## config.mk

```make
export PLATFORM = sky130hd
export DESIGN_NAME = mavg_filter_core
export DESIGN_NICKNAME = d
export VERILOG_FILES = /design/src/rtl/mavg_filter_core.sv
export SDC_FILE = /design/constraint.sdc
export NUM_CORES = 1
export LEC_CHECK = 0
export ABC_CLOCK_PERIOD_IN_PS = 2900
export CAP_MARGIN = 5
export CORE_ASPECT_RATIO = 0.8
export CORE_UTILIZATION = 39
export CTS_BUF_LIST = sky130_fd_sc_hd__clkbuf_8
export DETAILED_ROUTE_END_ITERATION = 10
export MAX_ROUTING_LAYER = met4
export SKIP_LAST_GASP = 1
export SLEW_MARGIN = 20
export SYNTH_ARGS = -nofsm -noshare
export SYNTH_HDL_FRONTEND = slang
export SYNTH_SLANG_ARGS = --single-unit
```

## constraint.sdc

```tcl
create_clock -name clk -period 2.9 [get_ports clk]
set_clock_uncertainty 0.2 [all_clocks]
set_input_delay 0.87 -clock clk [delete_from_list [all_inputs] [get_ports clk]]
set_output_delay 0.87 -clock clk [all_outputs]
set_load 0.01 [all_outputs]
```

## src/rtl/mavg_filter_core.sv

```systemverilog
// ----------------------------------------------------------------------------
// mavg_filter_core
//   Multi-channel moving-window filter. Each channel keeps the last N = 2^LOG2_N
//   accepted samples and a running sum of them. On every accepted sample the
//   per-channel result register loads one of: window mean, sum clamped to the
//   sample range, the raw new sample, or zero. The result appears one clock
//   after acceptance, marked by a single-cycle out_valid pulse.
//
// Ports
//   clk        : clock, all state updates on the rising edge
//   rst_n      : asynchronous active-low reset (assert any time, release synced)
//   in_valid   : sample strobe, in_data accepted on each edge where high
//   in_data    : CH packed unsigned samples, channel c at [c*W +: W]
//   mode       : 00 mean, 01 saturated sum, 10 bypass, 11 zero
//   clear      : synchronous flush of history, sums, count, result, out_valid
//   out_en     : combinational output gate, 0 forces out_data to zero
//   out_valid  : one-cycle pulse marking a new result
//   out_data   : CH packed per-channel results
//   full       : high once N samples have been accepted since reset/clear
// ----------------------------------------------------------------------------
module mavg_filter_core #(
    parameter int W      = 2,
    parameter int LOG2_N = 2,
    parameter int CH     = 3
) (
    input  logic              clk,
    input  logic              rst_n,
    input  logic              in_valid,
    input  logic [CH*W-1:0]   in_data,
    input  logic [1:0]        mode,
    input  logic              clear,
    input  logic              out_en,
    output logic              out_valid,
    output logic [CH*W-1:0]   out_data,
    output logic              full
);

    localparam int N  = 1 << LOG2_N;
    localparam int SW = W + LOG2_N;   // holds N*(2^W-1) exactly

    // A sample is taken only when no flush is requested on the same edge.
    logic accept;
    assign accept = in_valid && !clear;

    // ------------------------------------------------------------------------
    // Fill counter and out_valid pulse (shared by all channels)
    // ------------------------------------------------------------------------
    logic [LOG2_N:0] count_q, count_d;
    logic            out_valid_q, out_valid_d;

    always_comb begin
        count_d     = count_q;
        out_valid_d = accept;
        if (clear) begin
            count_d = '0;
        end else if (in_valid && (count_q != (LOG2_N+1)'(N))) begin
            count_d = count_q + 1'b1;
        end
    end

    always_ff @(posedge clk or negedge rst_n) begin
        if (!rst_n) begin
            count_q     <= '0;
            out_valid_q <= 1'b0;
        end else begin
            count_q     <= count_d;
            out_valid_q <= out_valid_d;
        end
    end

    assign full      = (count_q == (LOG2_N+1)'(N));
    assign out_valid = out_valid_q;

    // ------------------------------------------------------------------------
    // Per-channel history, running sum and result register
    // ------------------------------------------------------------------------
    for (genvar gi = 0; gi < CH; gi++) begin : ch_g
        logic [W-1:0]  hist_q [N];
        logic [W-1:0]  hist_d [N];
        logic [SW-1:0] sum_q, sum_d;
        logic [SW-1:0] sum_next;
        logic [W-1:0]  res_q, res_d;
        logic [W-1:0]  sample;

        assign sample = in_data[gi*W +: W];

        // Intermediate wrap in the subtraction is harmless: the true result
        // always fits in SW bits, so modular arithmetic lands on it exactly.
        assign sum_next = sum_q + SW'(sample) - SW'(hist_q[N-1]);

        always_comb begin
            hist_d = hist_q;
            sum_d  = sum_q;
            res_d  = res_q;
            if (clear) begin
                for (int i = 0; i < N; i++) begin
                    hist_d[i] = '0;
                end
                sum_d = '0;
                res_d = '0;
            end else if (in_valid) begin
                hist_d[0] = sample;
                for (int i = 1; i < N; i++) begin
                    hist_d[i] = hist_q[i-1];
                end
                sum_d = sum_next;
                case (mode)
                    2'b00:   res_d = sum_next[SW-1:LOG2_N];
                    2'b01:   res_d = (sum_next > SW'({W{1'b1}})) ? {W{1'b1}}
                                                                : sum_next[W-1:0];
                    2'b10:   res_d = sample;
                    default: res_d = '0;
                endcase
            end
        end

        always_ff @(posedge clk or negedge rst_n) begin
            if (!rst_n) begin
                for (int i = 0; i < N; i++) begin
                    hist_q[i] <= '0;
                end
                sum_q <= '0;
                res_q <= '0;
            end else begin
                hist_q <= hist_d;
                sum_q  <= sum_d;
                res_q  <= res_d;
            end
        end

        assign out_data[gi*W +: W] = res_q & {W{out_en}};
    end

endmodule

```

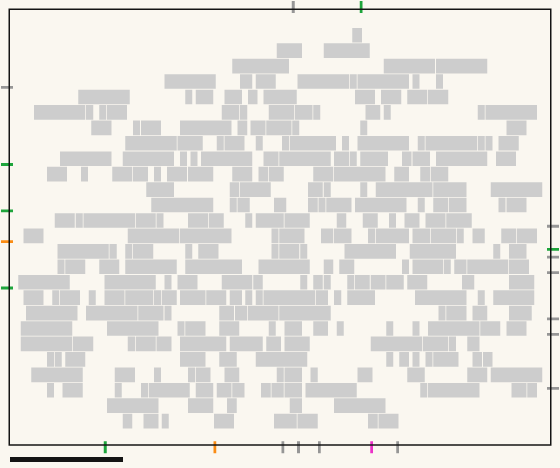
(images/pins.png)
Scale bar: 20 µm. Pins as bars across the die edge, other pins in grey.
`in_valid` -> magenta  # pins 1, direction input, edge bottom
`in_data` -> green  # pins 6, direction input, edge 3 left, 1 right, 1 top, 1 bottom
`mode` -> orange  # pins 2, direction input, edge 1 bottom, 1 left
all pins by edge = 7 right, 7 bottom, 5 left, 2 top
count of buffers inserted at the top-level ports: 20
die height: 76.5 µm
horizontal die dimension: 95.2 µm

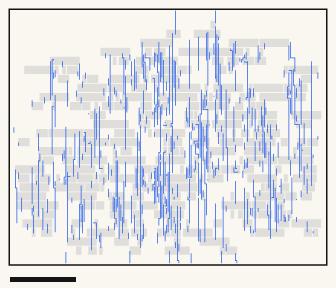
(images/met2.png)
Scale bar: 20 µm. Cells faint in the background.
wire length on this layer = 2220 µm
nets with wire on the layer = 254
main direction = vertical
longest straight run = 37.4 µm

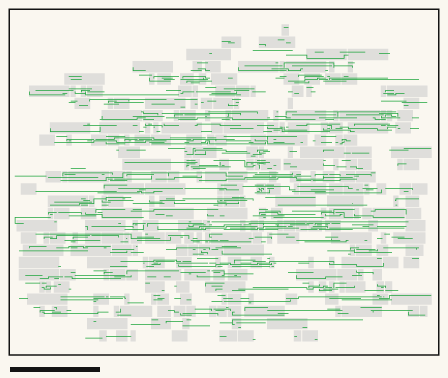
(images/met1.png)
Scale bar: 20 µm. Cells faint in the background.
main direction = horizontal
longest straight run = 43.7 µm
nets with wire on the layer = 299
wire length on this layer = 2780 µm
share of all routed wire = 53%

==> notes.md <==
The synthesis and PnR run went through. The flow ran to the end, and the final reports show no timing, DRC or antenna violations. No sink is reached through more buffers than the 2 on the longest clock path. Number of cells traversed by the worst register-to-register path landed at 8. The worst setup path is launched from an input port.

From synthesis to final layout, the design area changed by 22.3%. Clock group power landed at approximately 0.47 mW. The first global-routing pass estimated 9.05 mm of wire. The startpoint identified for the worst register-to-register timing path is ch_g[2].hist_q[1]$_DFFE_PN0P_. For this run the detailed placement stage logged an HPWL of roughly 3.6 mm. Met3 wire length landed at 163 µm. Number of antenna violations at the first check in global routing landed at 0. Sequential cell area fraction in the yosys report landed at between 40% and 50%.

The highest supply drop recorded on VDD is ~260 µV. In the post-synthesis netlist, the biggest area contributors are dfrtp_1 (43%), mux2i_1 (13%), ha_1 (6.5%). Final instance area landed at between 3000 and 4000 µm². The post-route report lists met1 wire length as approximately 2.8 mm. For the worst setup path, the data required time is ~1800 ps.

Nets still carrying antenna violations after routing amount to 0. Maximum fanout along the worst path landed at 6. TritonCTS built the clock tree.

Pin slew with the least headroom to its limit landed at around 600 ps. In this run the clock root is driven by a clkbuf_8. Post-placement cell area landed at ~3100 µm².

Leaving out fill and tap cells, the most frequent cell in the layout is dfrtp_1. The synthesized design spends more area on one cell type than any other, namely dfrtp_1. The worst path uses 99.0% of the clock period. Per the timing report, the most critical flop-to-flop path finishes at ch_g[2].res_q[0]$_DFFE_PN0P_.

Max-cap check violation count landed at 0. In the power breakdown, the internal column shows between 1 and 1.5 mW. Number of buffers added by the clock tree synthesis step landed at 5. Fraction of layout instances using a drive strength above 1 landed at about 22%. After detailed routing, the number of vias per cell comes to a little under 5. Final hold analysis gives a worst-case slack of approximately 330 ps. In this run the number of H-tree levels came out at 2.

The highest layer touched by signal routing is met4. Total count of hold-check failures in the final report landed at 0. Switching share of power landed at 30.8%. For this run, the number of Yosys warnings is 0. Violation count after the first detailed-routing iteration landed at 79. Remaining global-route overflow landed at 0. Maximum cell stage delay along the critical path landed at roughly 530 ps. For reference, the clock transition at the flip-flops on the worst setup and hold paths is ~80 ps. Synthesized area landed at 2710 µm². Total setup buffers inserted after CTS landed at 0. The endpoint of the worst hold path is reported as ch_g[0].hist_q[2]$_DFFE_PN0P_. Summed over all nets, wire length on met2 after detailed routing comes to ~2.2 mm. The worst setup path is of the input port to primary output kind. Setup repair after global routing left no endpoint under its margin. The launch point of the worst min-delay path is recorded as ch_g[0].hist_q[4]$_DFFE_PN0P_. The sequential power reported by the tool is about 0.73 mW. Number of iterations in the first detailed-routing pass landed at 4. STA classifies the critical path endpoint as a primary output. Combinational gate power landed at approximately 0.61 mW. Global routing used approximately 17% of the available tracks across all layers. The worst pin sits at a relative slew slack of between 60% and 70%. The detailed router placed 1861 vias in this run. Number of top-level pins landed at 21. Power density over the cells landed at about 550 nW/µm². Number of nets in the synthesized netlist landed at 295.

Final tally of setup violations landed at 0. Count of unresolved DRC violations after routing landed at 0. In this run the biggest area consumer among cell types represents approximately 43% of the synthesized area.

Overall power of the completed layout landed at 1.81 mW. The congestion estimate from routability-driven global placement came to about 0.74. Critical path arrival landed at 1800 ps. Placement row count landed at 26. Per the STA report, the cell with the highest stage delay on the worst path is clkdlybuf4s50_1. According to the finish report, the design has a final net count of 332. For the worst-skew pair, the clock arrives at the later sink with an insertion delay of roughly 300 ps. Number of max-slew violations in the final report landed at 0.

The number of global-route vias before repair was 1862. The clock network accounts for between 20% and 30% of the total power. The tightest min-delay check is of the flip-flop to flip-flop type. The gate-level netlist out of Yosys references approximately 40 unique cell types.

Summing over the stages, the warning tally comes to 28. For the finished layout, the period the worst path requires is between 2000 and 3000 ps. Of all power groups, the one with the highest power is sequential cells. Net load switching power landed at between 0.5 and 0.6 mW. Before placement the cells fill around two fifths of the core. Counting every instance in the synthesized netlist gives about 260. Per STA, the worst path is made up of clkdlybuf4s15_2 -> and2_1 -> clkdlybuf4s50_1. The synthesized netlist was found by Yosys to have approximately 260 cells. Total die size landed at ~7300 µm². Maximum number of pins on one net before global-route repair landed at ~47. After detailed routing, the total wire length is about 5.3 mm. Chip area in the Yosys report landed at about 2700 µm².

A synthesized cell averages a little over 10 µm². Fill cell instance count of the final layout landed at around 610. Per report_power, the combinational group accounts for roughly a third of the total. Static leakage landed at 1.65 nW. Power share of the sequential group landed at about two fifths.

Number of sinks driven by the clock tree landed at roughly 46. Worst hold path depth landed at 2. Antenna diode instance count landed at 0. Setup slack on the worst reg-to-reg path comes out at roughly 450 ps. For this run, the top clock speed supported by timing is 348 MHz.

Register bit total from synthesis landed at 46. Per the cell usage report, the commonest logic cells after layout are dfrtp_1 (46), nor2_1 (45), mux2i_1 (35), inv_1 (26), buf_4 (20). Hold repair after CTS inserted 0 buffers. The core region is around 6500 µm².
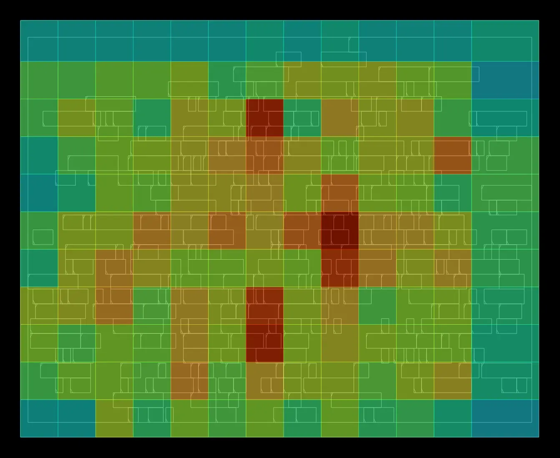
(images/final_congestion.png)
routed length per instance: 13.7 µm
M1 GR Usage: 24.3%

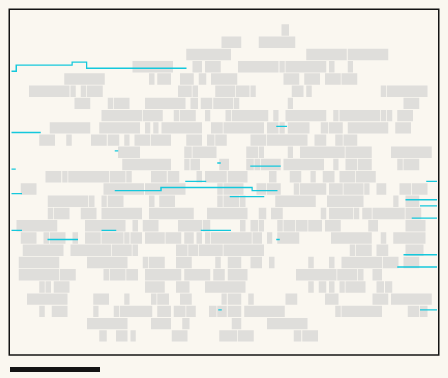
(images/met3.png)
Scale bar: 20 µm. Cells faint in the background.
wire length on this layer = 164 µm
share of all routed wire = 3.1%
main direction = horizontal
nets with wire on the layer = 17
longest straight run = 22.1 µm

[metal layers]
layer,vias up,global-route usage [%]
met5,-,-
met4,0,5.76
met3,10,3.59
met2,27,22.5
met1,876,24.3
li1,948,-
[how the worst max path moves through the flow]
stage / start / to / slack (ps) / cells after the start
2_1_floorplan: in_data[1] / ch_g[0].res_q[0]$_DFFE_PN0P_ / -9 / 9
4_1_cts: out_en / out_data[2] / 3 / 3
3_5_place_dp: in_data[5] / ch_g[2].res_q[0]$_DFFE_PN0P_ / -650 / 10
3_3_place_gp: in_data[1] / ch_g[0].res_q[0]$_DFFE_PN0P_ / -590 / 10
6_report: out_en / out_data[3] / 30 / 3
5_1_grt: out_en / out_data[0] / 2 / 3
[worst max-delay path, delay by kind of cell]
family                 cells  cell delay, ps
buffers and inverters      2             780
and+or+nand+nor            1             150
[synthesized netlist by cell type]
| cell | instances |
|---|---|
| o31ai_1 | 1 |
| nor4_1 | 1 |
| buf_1 | 2 |
| nand2_1 | 5 |
| and3_1 | 2 |
| a21oi_1 | 9 |
| nor4b_1 | 2 |
| xnor2_1 | 6 |
| xnor2_4 | 1 |
| mux2i_1 | 35 |
| nor3_1 | 2 |
| nor2_2 | 1 |
| and2_4 | 2 |
| buf_4 | 1 |
| dfrtp_1 | 46 |
| nand3_2 | 2 |
| and4b_1 | 1 |
| a21oi_2 | 2 |
| inv_1 | 28 |
| a21boi_0 | 2 |
| nand3_1 | 1 |
| or3_1 | 1 |
| ha_1 | 14 |
| clkbuf_1 | 3 |
| inv_2 | 1 |
| o21ai_0 | 5 |
| fa_1 | 6 |
| and3_2 | 1 |
| o22ai_1 | 2 |
| xnor2_2 | 2 |
| and2_1 | 9 |
| buf_2 | 5 |
| a2111oi_2 | 2 |
| nor2_4 | 1 |
| o32ai_1 | 2 |
| o21ai_1 | 1 |
| xor2_1 | 4 |
| xor2_2 | 1 |
| nor2_1 | 45 |
| a211oi_1 | 5 |
[state kept, by name (all words and copies together) (netlist names)]
name	flops
count_q	3
out_valid	1
ch_g.res_q	6
ch_g.sum_q	12
ch_g.hist_q	24
[logic make-up after synthesis]
logic type	after synthesis	synth area share [%]
AOI/OAI and AO/OA	31	7.86
adders and majority gates	20	10.9
DFF	46	42.5
xor gates and xnor gates	14	6.05
buffers and inverters	40	5.91
muxes	35	12.9
and+or+nand+nor	76	13.8
[per-stage QoR]
step	utilization [%]	worst slack, ps	instances	setup TNS [ps]
after global placement	47.9	-589	376	-8100
final	50.7	29.4	384	0
after CTS	50.4	2.76	384	0
after global routing	50.7	2.15	384	0
after detailed placement	47.9	-652	376	-8200
after floorplan	-	-8.85	262	-8.85
[area by class of cell]
cell class	instances	area (µm²)	area share, %
timing repair buffer	41	358	10.8
clock inverter	3	37.5	1.13
clock buffer	5	68.8	2.08
inverter	29	109	3.29
multi-input combinational	176	1480	44.8
sequential	46	1150	34.8
tap	84	105	3.17
[timing repair]
action                     4_1_cts  5_1_grt
pin swaps                       15        8
hold endpoints to repair         0        0
gates resized                   20       12
setup endpoints to repair       16        7
Power and IR drop assume default switching activity.
